$ cat src/rtl/four_bit_serializer_pkg.sv
// four_bit_serializer_pkg: shared state encoding, parity helper and default geometry.
package four_bit_serializer_pkg;
  localparam int DEF_WIDTH = 4;
  localparam int DEF_BIT_CYCLES = 1;
  typedef enum logic [1:0] {
    IDLE,
    SHIFT,
    PARITY
  } state_e;
  function automatic logic even_parity(input logic [63:0] w);
    return ^w;
  endfunction
endpackage

$ cat src/rtl/four_bit_serializer_bit_period_counter.sv
// bit_period_counter: counts BIT_CYCLES clocks per serial bit and ticks on the last one.
module bit_period_counter #(
  parameter int BIT_CYCLES = 1
) (
  input  logic clk,
  input  logic rst,
  input  logic clr,
  input  logic en,
  output logic tick
);
  localparam int CW = $clog2(BIT_CYCLES + 1);
  logic [CW-1:0] cnt_q, cnt_d;
  assign tick = en && cnt_q == CW'(BIT_CYCLES - 1);
  always_comb cnt_d = (clr || tick) ? '0 : en ? cnt_q + CW'(1) : cnt_q;
  always_ff @(posedge clk or posedge rst)
    if (rst) cnt_q <= '0;
    else cnt_q <= cnt_d;
endmodule

$ cat src/rtl/four_bit_serializer.sv
// four_bit_serializer: valid/ready parallel-in, framed serial-out transmitter.
// Define PARITY_EN to append an even-parity bit after the data bits.
module four_bit_serializer
  import four_bit_serializer_pkg::*;
#(
  parameter int WIDTH      = DEF_WIDTH,
  parameter int BIT_CYCLES = DEF_BIT_CYCLES,
  parameter bit MSB_FIRST  = 1'b1
) (
  input  logic             clk,
  input  logic             rst,
  input  logic             in_valid,
  output logic             in_ready,
  input  logic [WIDTH-1:0] d,
  output logic             sout,
  output logic             sout_valid,
  output logic             sout_first,
  output logic             busy,
  output logic             done
);
  localparam int BW = $clog2(WIDTH + 1);
  state_e state_q, state_d;
  logic [WIDTH-1:0] sr_q, sr_d;
  logic [BW-1:0] bit_q, bit_d;
  logic sout_q, sout_d, valid_q, valid_d, first_q, first_d, done_q, done_d;
  logic take, tick, last_bit, head;
`ifdef PARITY_EN
  logic par_q, par_d;
`endif
  assign in_ready   = state_q == IDLE && !rst;
  assign busy       = state_q == SHIFT || state_q == PARITY;
  assign take       = in_valid && in_ready;
  assign last_bit   = bit_q == BW'(WIDTH - 1);
  assign sout       = sout_q;
  assign sout_valid = valid_q;
  assign sout_first = first_q;
  assign done       = done_q;
  bit_period_counter #(.BIT_CYCLES(BIT_CYCLES)) u_period (
    .clk (clk),
    .rst (rst),
    .clr (take),
    .en  (busy),
    .tick(tick)
  );
  always_comb begin
    state_d = state_q;
    sr_d    = sr_q;
    bit_d   = bit_q;
    if (take) begin
      state_d = SHIFT;
      sr_d    = d;
      bit_d   = '0;
    end else if (state_q == SHIFT && tick) begin
      sr_d  = MSB_FIRST ? sr_q << 1 : sr_q >> 1;
      bit_d = last_bit ? '0 : bit_q + BW'(1);
`ifdef PARITY_EN
      if (last_bit) state_d = PARITY;
`else
      if (last_bit) state_d = IDLE;
`endif
    end
`ifdef PARITY_EN
    else if (state_q == PARITY && tick) state_d = IDLE;
`endif
  end
  // Registered outputs are decoded from next state so the first bit appears right after capture.
  always_comb begin
    head    = MSB_FIRST ? sr_d[WIDTH-1] : sr_d[0];
    valid_d = state_d != IDLE;
    first_d = state_d == SHIFT && bit_d == '0;
    done_d  = state_q != IDLE && state_d == IDLE;
`ifdef PARITY_EN
    par_d   = take ? even_parity(64'(d)) : par_q;
    sout_d  = state_d == SHIFT ? head : state_d == PARITY ? par_d : 1'b0;
`else
    sout_d  = state_d == SHIFT ? head : 1'b0;
`endif
  end
  always_ff @(posedge clk or posedge rst)
    if (rst) begin
      state_q <= IDLE;
      sr_q    <= '0;
      bit_q   <= '0;
      sout_q  <= 1'b0;
      valid_q <= 1'b0;
      first_q <= 1'b0;
      done_q  <= 1'b0;
    end else begin
      state_q <= state_d;
      sr_q    <= sr_d;
      bit_q   <= bit_d;
      sout_q  <= sout_d;
      valid_q <= valid_d;
      first_q <= first_d;
      done_q  <= done_d;
    end
`ifdef PARITY_EN
  always_ff @(posedge clk or posedge rst)
    if (rst) par_q <= 1'b0;
    else par_q <= par_d;
`endif
endmodule
$ cat config.mk
export PLATFORM = sky130hd
export DESIGN_NAME = four_bit_serializer
export DESIGN_NICKNAME = d
export VERILOG_FILES = /design/src/rtl/four_bit_serializer_pkg.sv /design/src/rtl/four_bit_serializer_bit_period_counter.sv /design/src/rtl/four_bit_serializer.sv
export SDC_FILE = /design/constraint.sdc
export NUM_CORES = 1
export LEC_CHECK = 0
export CAP_MARGIN = 5
export CORE_UTILIZATION = 45
export DETAILED_ROUTE_END_ITERATION = 6
export GPL_TIMING_DRIVEN = 1
export PLACE_DENSITY_LB_ADDON = 0.12
export SETUP_SLACK_MARGIN = 0.2
export SYNTH_ARGS = -nofsm -noshare
export SYNTH_HDL_FRONTEND = slang
export SYNTH_SLANG_ARGS = --single-unit
$ cat constraint.sdc
create_clock -name clk -period 1.9 [get_ports clk]
set_clock_uncertainty 0.1 [all_clocks]
set_input_delay 0.19 -clock clk [delete_from_list [all_inputs] [get_ports clk]]
set_output_delay 0.19 -clock clk [all_outputs]
set_load 0.01 [all_outputs]
==> GITHUB_STEP_SUMMARY, run 1 <==
### Flow metrics

| Metric | Value |
|---|---|
| Status | `finished clean` |
| Multi-input gate area | `317 um^2` |
| Tool warnings | `28` |
| Diode count | `0` |
| Worst path required time | `1.61 ns` |
| Gate Count Post-Synth | `67` |
| Row cnt | `13` |
| Clk slew on worst S/H paths | `0.08 ns` |
| # Cells Yosys | `67` |
| Ys Warns | `0` |
| Slew @ Worst Pin | `0.515 ns` |
| Design area | `866 um^2` |
| Gr busiest metal | `met2` |
| RSZ-0062 raised after global routing | `true` |
| Pint | `804 uW` |
| Fill count | `128` |
| Final RePlAce weighted congestion | `0.805` |
| Area Growth Syn to Fin | `27.4%` |
| Number of global-route vias before repair | `462` |
| Max VDD drop | `0.000713 V` |
| Asr flop ratio synth | `1.00` |
| Detailed Routing Iterations Pass 1 | `3` |
| Commonest flop | `dfrtp_1` |
| Hold Path Class | `input pin to async pin` |
| Yosys chip area | `679 um^2` |
| Final Hold Viols | `0` |
| Yosys reg bits | `14` |
| Post-DRT Antenna Nets | `0` |
| Overall Power | `1220 uW` |
| LEAKAGE | `0.000413 uW` |
| Sum Neg Setup Slack | `0 ns` |
| Net Switching | `418 uW` |
| Clock tree buffer depth | `2` |
| Cell type with the largest total area | `dfrtp_1` |
| Initial antenna violation count | `0` |
| CTS Buf Count | `3` |
| Number of enable flip-flop cells | `0` |
| Combinational share of power | `0.466` |
| Clock sink count | `14` |
| Core area | `0.00135 mm^2` |
| Dominant cells by area after synthesis | `dfrtp_1 (52%), nand2_1 (8.3%), ha_1 (5.5%), a21oi_1 (2.2%), nand3b_1 (2.2%)` |
| F_max | `0.610 GHz` |
| IO buf count | `12` |
| I/O pins | `13` |
| Reg2Reg Depth | `5` |
| Sequential power share | `0.364` |
| WL final | `1.19 mm` |
| Global Route met3 Usage | `0.0815` |
| Synth top area share | `0.516` |
| Max Cap Viol | `0` |
| Switching share of total power | `0.342` |
| Drt initial violations | `4` |
| Htree depth | `1` |
| Dpl ws | `0.231 ns` |
| GR Util met1 | `0.185` |
| Final setup fails | `0` |
| Via density | `5.20` |
| Worst-Skew Late Latency | `0.28 ns` |
| Crit Path Class | `register to output pin` |
| Yosys cell types | `25` |
| Chip area | `0.00167 mm^2` |
| DRC Markers | `0` |
[run 1: final timing paths]
kind	startpoint	to	slack, ns
setup reg to reg	state_q[0]	sr_q[3]	0.32
hold / removal	rst	sout_valid	0.20
setup / recovery	state_q[1]	in_ready	0.26
max in group asynchronous	rst	bit_q[2]	1.15
hold reg to reg	state_q[1]	sout_valid	0.40
min in group clk	d[0]	sr_q[0]	0.34
[run 1: flip-flops by register name (all words and copies together), names as in the netlist]
signal / flops
bit_q: 3
done: 1
sout: 1
sout_first: 1
sout_valid: 1
sr_q: 4
state_q: 2
u_period.cnt_q: 1
[run 1: cell type report]
class	instances	share of cell area
clock buffers	4	0.0419
inverters	3	0.0130
multi-input cells	48	0.366
flip-flops and latches	14	0.405
well taps	15	0.0217
repair buffers	14	0.153
[run 1: cells in the mapped netlist, types with 2 or more instances]
master	count
nand3_1	2
nor2b_1	2
nand2b_1	2
nand3b_1	2
dfrtp_1	14
a21oi_1	3
inv_1	3
o21ai_1	2
nor2_1	4
a31oi_1	2
nand2_1	15
ha_1	3
[run 1: timing repair]
item	CTS	global route
hold endpoints to repair	0	0
resized	3	2
setup endpoints to repair	2	4
gates cloned	0	0
setup buffers	1	0
[run 1: critical path: stages (launching register included)]
cell	delay [ns]
dfrtp_1	0.38
inv_1	0.14
ha_4	0.17
nor2b_1	0.11
dlygate4sd2_1	0.27
[run 1: stage by stage]
step            util  hold slack [ns]
2_1_floorplan      -          -0.0208
3_3_place_gp   0.600            0.380
3_5_place_dp   0.600            0.384
4_1_cts        0.632            0.225
5_1_grt        0.641            0.267
6_report       0.641            0.203
[run 1: power by group through the flow]
stage               Combinational [uW]  Sequential (uW)  Clock [uW]
floorplan                          358              467           0
global placement                   523              453           0
detailed placement                 535              460           0
CTS                                553              444         219
global route                       645              457         229
finish                             570              445         208
[run 1: metal layers]
| layer | part of all wire | vias to the layer above |
|---|---|---|
| met5 | 0 | - |
| met4 | 0.016 | 0 |
| met3 | 0.048 | 4 |
| met2 | 0.46 | 13 |
| met1 | 0.47 | 231 |
| li1 | - | 262 |
[run 1: kinds of logic after synthesis]
group / count (synthesis) / synth area share
compound gates: 9 / 0.0847
xor+xnor: 1 / 0.0129
fa+ha+maj: 3 / 0.0553
buf+inv: 5 / 0.0405
flops: 14 / 0.516
mux: 1 / 0.0147
simple gates: 34 / 0.276
[run 1: cells in the final DEF, fill, tap and decap left out, types with 2 or more instances in the layout]
cell type and n:
a21oi_1 3, a31oi_1 2, buf_4 2, clkbuf_4 3
clkdlybuf4s50_1 10, dfrtp_1 14, dlygate4sd2_1 2, ha_1 2
inv_1 3, nand2_1 15, nand3_1 2, nand3b_1 2
nor2_1 4, nor2b_1 2, o21ai_1 2
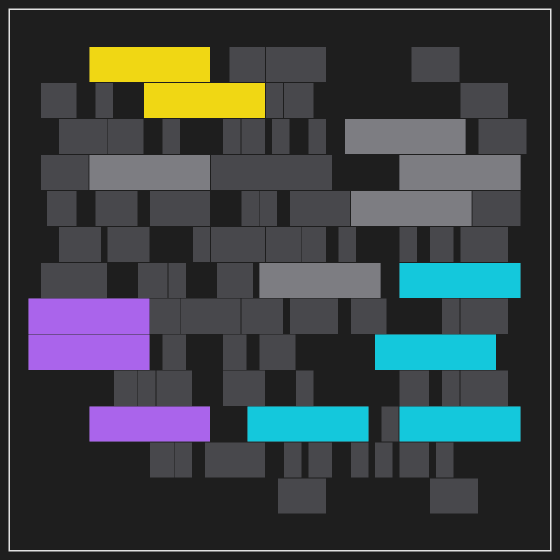
*Sequential cells coloured by netlist name, run 1*
Other sequential cells in the stronger grey, the rest of the logic in the fainter grey.
legend:
  yellow:
    netlist_name: state_q
    flops: 2
  cyan:
    netlist_name: sr_q
    flops: 4
  purple:
    netlist_name: bit_q
    flops: 3
not coloured: 5
sequential share of cell area: 0.405
Seq power: 445 uW

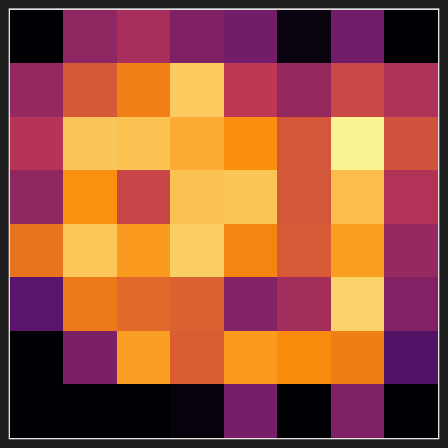
*Local utilization, run 1*
The die is cut into 8 by 8 equal tiles; black is low, pale yellow is high, 0 to 100% covered.
mean over tiles: 51%
fullest tile: 98%
emptiest ninth of the die: south-west
post-layout util: 0.641
fp util: 0.503

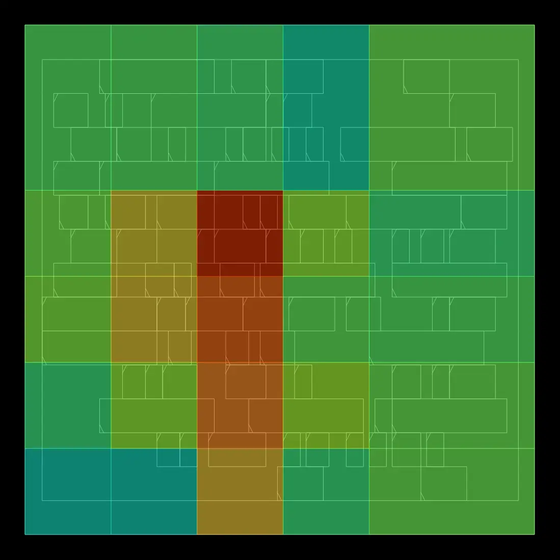
*Routing congestion map, run 1*
met2 Use GR: 0.309
wire length per cell after detailed routing: 12.2 um
gr usage total: 0.183

### Sizing map, run 1

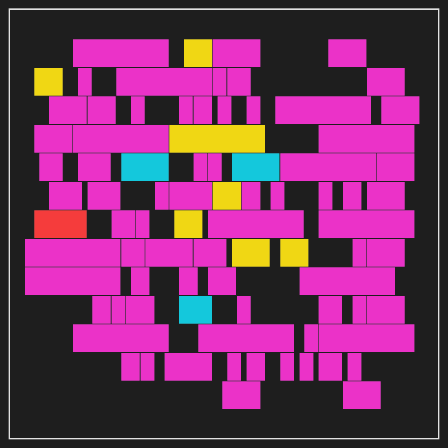

## Run 2: what changed since run 1
Settings changed: PLACE_DENSITY from default to 0.71, PLACE_DENSITY_LB_ADDON 0.12 to default.
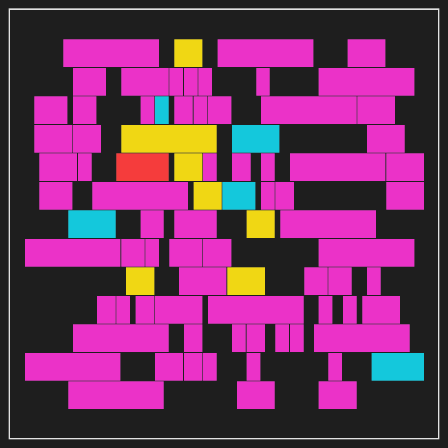
*Sizing map, run 2*
legend:
  magenta:
    size: _0 and _1 cells
    cells: 70
  yellow:
    size: _3 and _4 cells
    cells: 7
  cyan:
    size: _2 cells
    cells: 5
  red:
    size: _6 and larger
    cells: 1
count of plain and timing-repair buffers: 14
Setup WS post-layout: 0.300 ns
Area Growth Syn to Fin: 28.0%

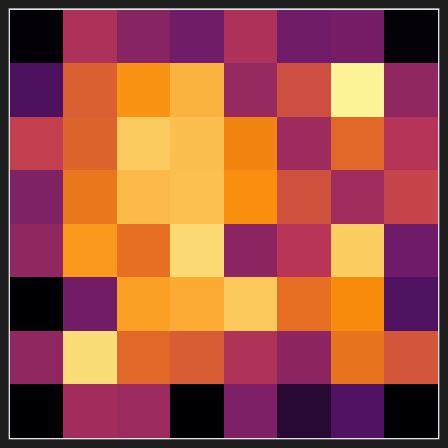
*Local utilization, run 2*
The die is cut into 8 by 8 equal tiles; black is low, pale yellow is high, 0 to 100% covered.
tiles over 75% full: 23%
nearly empty tiles: 9.4%
mean over tiles: 51%
fullest tile: 98%
core area: 0.00135 mm^2
post-layout util: 0.644

==> run 2 against run 1 <==
- clock power is 4% higher
- die size unchanged
- sequential cell count did not move
- area after synthesis stayed put
- global-route usage down 0.57 points
- non-clock buffer count unchanged
- hold slack better by 0.0022 ns
- combinational power up 1%
- critical path depth unchanged
- first-iteration DRC count stayed put
==> GITHUB_STEP_SUMMARY, run 2 <==
### Flow metrics

| Metric | Value |
|---|---|
| Reg2reg start | `state_q[0]` |
| Final Hold Viols | `0` |
| Commonest flop | `dfrtp_1` |
| Commonest Layout Cell | `nand2_1` |
| F_max | `0.625 GHz` |
| Top cell family by delay on the critical path | `flip-flops` |
| Buffer and inverter count on the worst path | `2` |
| CTS Buf Count | `3` |
| Dominant cells by area after synthesis | `dfrtp_1 (52%), nand2_1 (8.3%), ha_1 (5.5%), a21oi_1 (2.2%), nand3b_1 (2.2%)` |
| Combinational share of power | `0.464` |
| IO buf count | `12` |
| Reg2Reg Capture Point | `sr_q[3]` |
| M1 WL | `622 um` |
| Max VDD drop | `0.000647 V` |
| Max Cap Viol | `0` |
| Row cnt | `13` |
| Reg2Reg Depth | `5` |
| Synth top area share | `0.516` |
| Switching share of total power | `0.348` |
| Critical Path Max Stage Delay | `0.40 ns` |
| Crit Path Class | `register to output pin` |
| Gr usage total | `0.177` |
| Via density | `5.24` |
| Final RePlAce weighted congestion | `0.816` |
| DRC Markers | `0` |
| Most flops, register | `sr_q` |
| Most numerous cell in the Yosys netlist | `nand2_1` |
| RSZ-0062 raised after global routing | `false` |
| Htree depth | `1` |
| Clock tree buffer depth | `2` |
| Commonest cells post-synth | `nand2_1 (15), dfrtp_1 (14), nor2_1 (4)` |
| Worst path required time | `1.61 ns` |
| Design area | `870 um^2` |
| Pint | `810 uW` |
| Fill count | `120` |
| Yosys chip area | `679 um^2` |
| Status | `finished clean` |
| Gate Count Post-Synth | `67` |
| Drt initial violations | `4` |
| Asr flop ratio synth | `1.00` |
| Wire length on met2 | `580 um` |
| Ys Warns | `0` |
| Clock sink count | `14` |
| Worst-Skew Late Latency | `0.28 ns` |
| DR top layer | `met4` |
| CP max stage cell | `dfrtp_1` |
| Sequential power share | `0.362` |
| Fp util | `0.503` |
| Clk slew on worst S/H paths | `0.09 ns` |
| Tool warnings | `27` |
| R2R setup slack | `0.33 ns` |
| Sum Neg Setup Slack | `0 ns` |
run 2: netlist changes by cell type in the layout (fill, tap and decap cells not counted):
cell     previous run  this run
inv_1               3         2
inv_2               0         1
mux2i_1             1         0
mux2i_2             0         1
run 2: repair_timing:
action,CTS,global route
buffers inserted,1,0
setup endpoints to repair,2,3
resized,3,4
run 2: how the worst max path moves through the flow:
| stage | start | end | slack (ns) | depth (start not counted) |
|---|---|---|---|---|
| 3_5_place_dp | state_q[1] | in_ready | 0.25 | 4 |
| 5_1_grt | state_q[0] | sr_q[3] | 0.22 | 5 |
| 4_1_cts | state_q[1] | in_ready | 0.20 | 4 |
| 6_report | state_q[1] | in_ready | 0.30 | 4 |
| 3_3_place_gp | state_q[1] | in_ready | 0.28 | 4 |
| 2_1_floorplan | state_q[0] | sr_q[3] | 0.53 | 5 |
run 2: worst register-to-register path: stages, from the launching register on:
cell and delay (ns):
dfrtp_1 0.38, buf_4 0.15, ha_1 0.25, nand2b_2 0.18
mux2i_2 0.30, a21oi_1 0.10
run 2: routing by layer:
metal  GRT usage  up-vias
met5           0        -
li1            -      260
met2       0.254       12
met1       0.246      240
met4      0.0500        0
met3      0.0652        2
run 2: cell type report:
cell class	instances	area, um^2	share of cell area
sequential	14	350	0.403
tap	15	18.8	0.0216
timing repair buffer	14	133	0.153
clock buffer	4	36.3	0.0417
inverter	3	11.3	0.0129
multi-input combinational	48	320	0.368
run 2: cells by family (layout without fill, tap and decap cells):
kind of cell / count (synthesis) / after routing / share of synthesized area
and+or+nand+nor: 34 / 34 / 0.276
DFF: 14 / 14 / 0.516
AOI/OAI and AO/OA: 9 / 9 / 0.0847
buffers and inverters: 5 / 21 / 0.0405
adders and majority gates: 3 / 3 / 0.0553
xor gates and xnor gates: 1 / 1 / 0.0129
muxes: 1 / 1 / 0.0147
run 2: metrics by stage:
step / hold slack [ns] / total power [uW] / util / instances / setup slack [ns]
after floorplan: -0.0208 / 825 / - / 67 / 0.527
after global placement: 0.381 / 979 / 0.600 / 93 / 0.279
after detailed placement: 0.385 / 990 / 0.600 / 93 / 0.246
after CTS: 0.225 / 1220 / 0.632 / 98 / 0.205
after global routing: 0.292 / 1350 / 0.644 / 98 / 0.216
final: 0.205 / 1240 / 0.644 / 98 / 0.300
run 2: power groups by stage:
stage                     Clock, uW  Combinational (uW)  Sequential, uW
after floorplan                   0                 358             467
after global placement            0                 525             454
after detailed placement          0                 532             458
after CTS                       224                 550             443
after global routing            234                 650             465
final                           216                 577             449
Power and IR drop assume default switching activity.
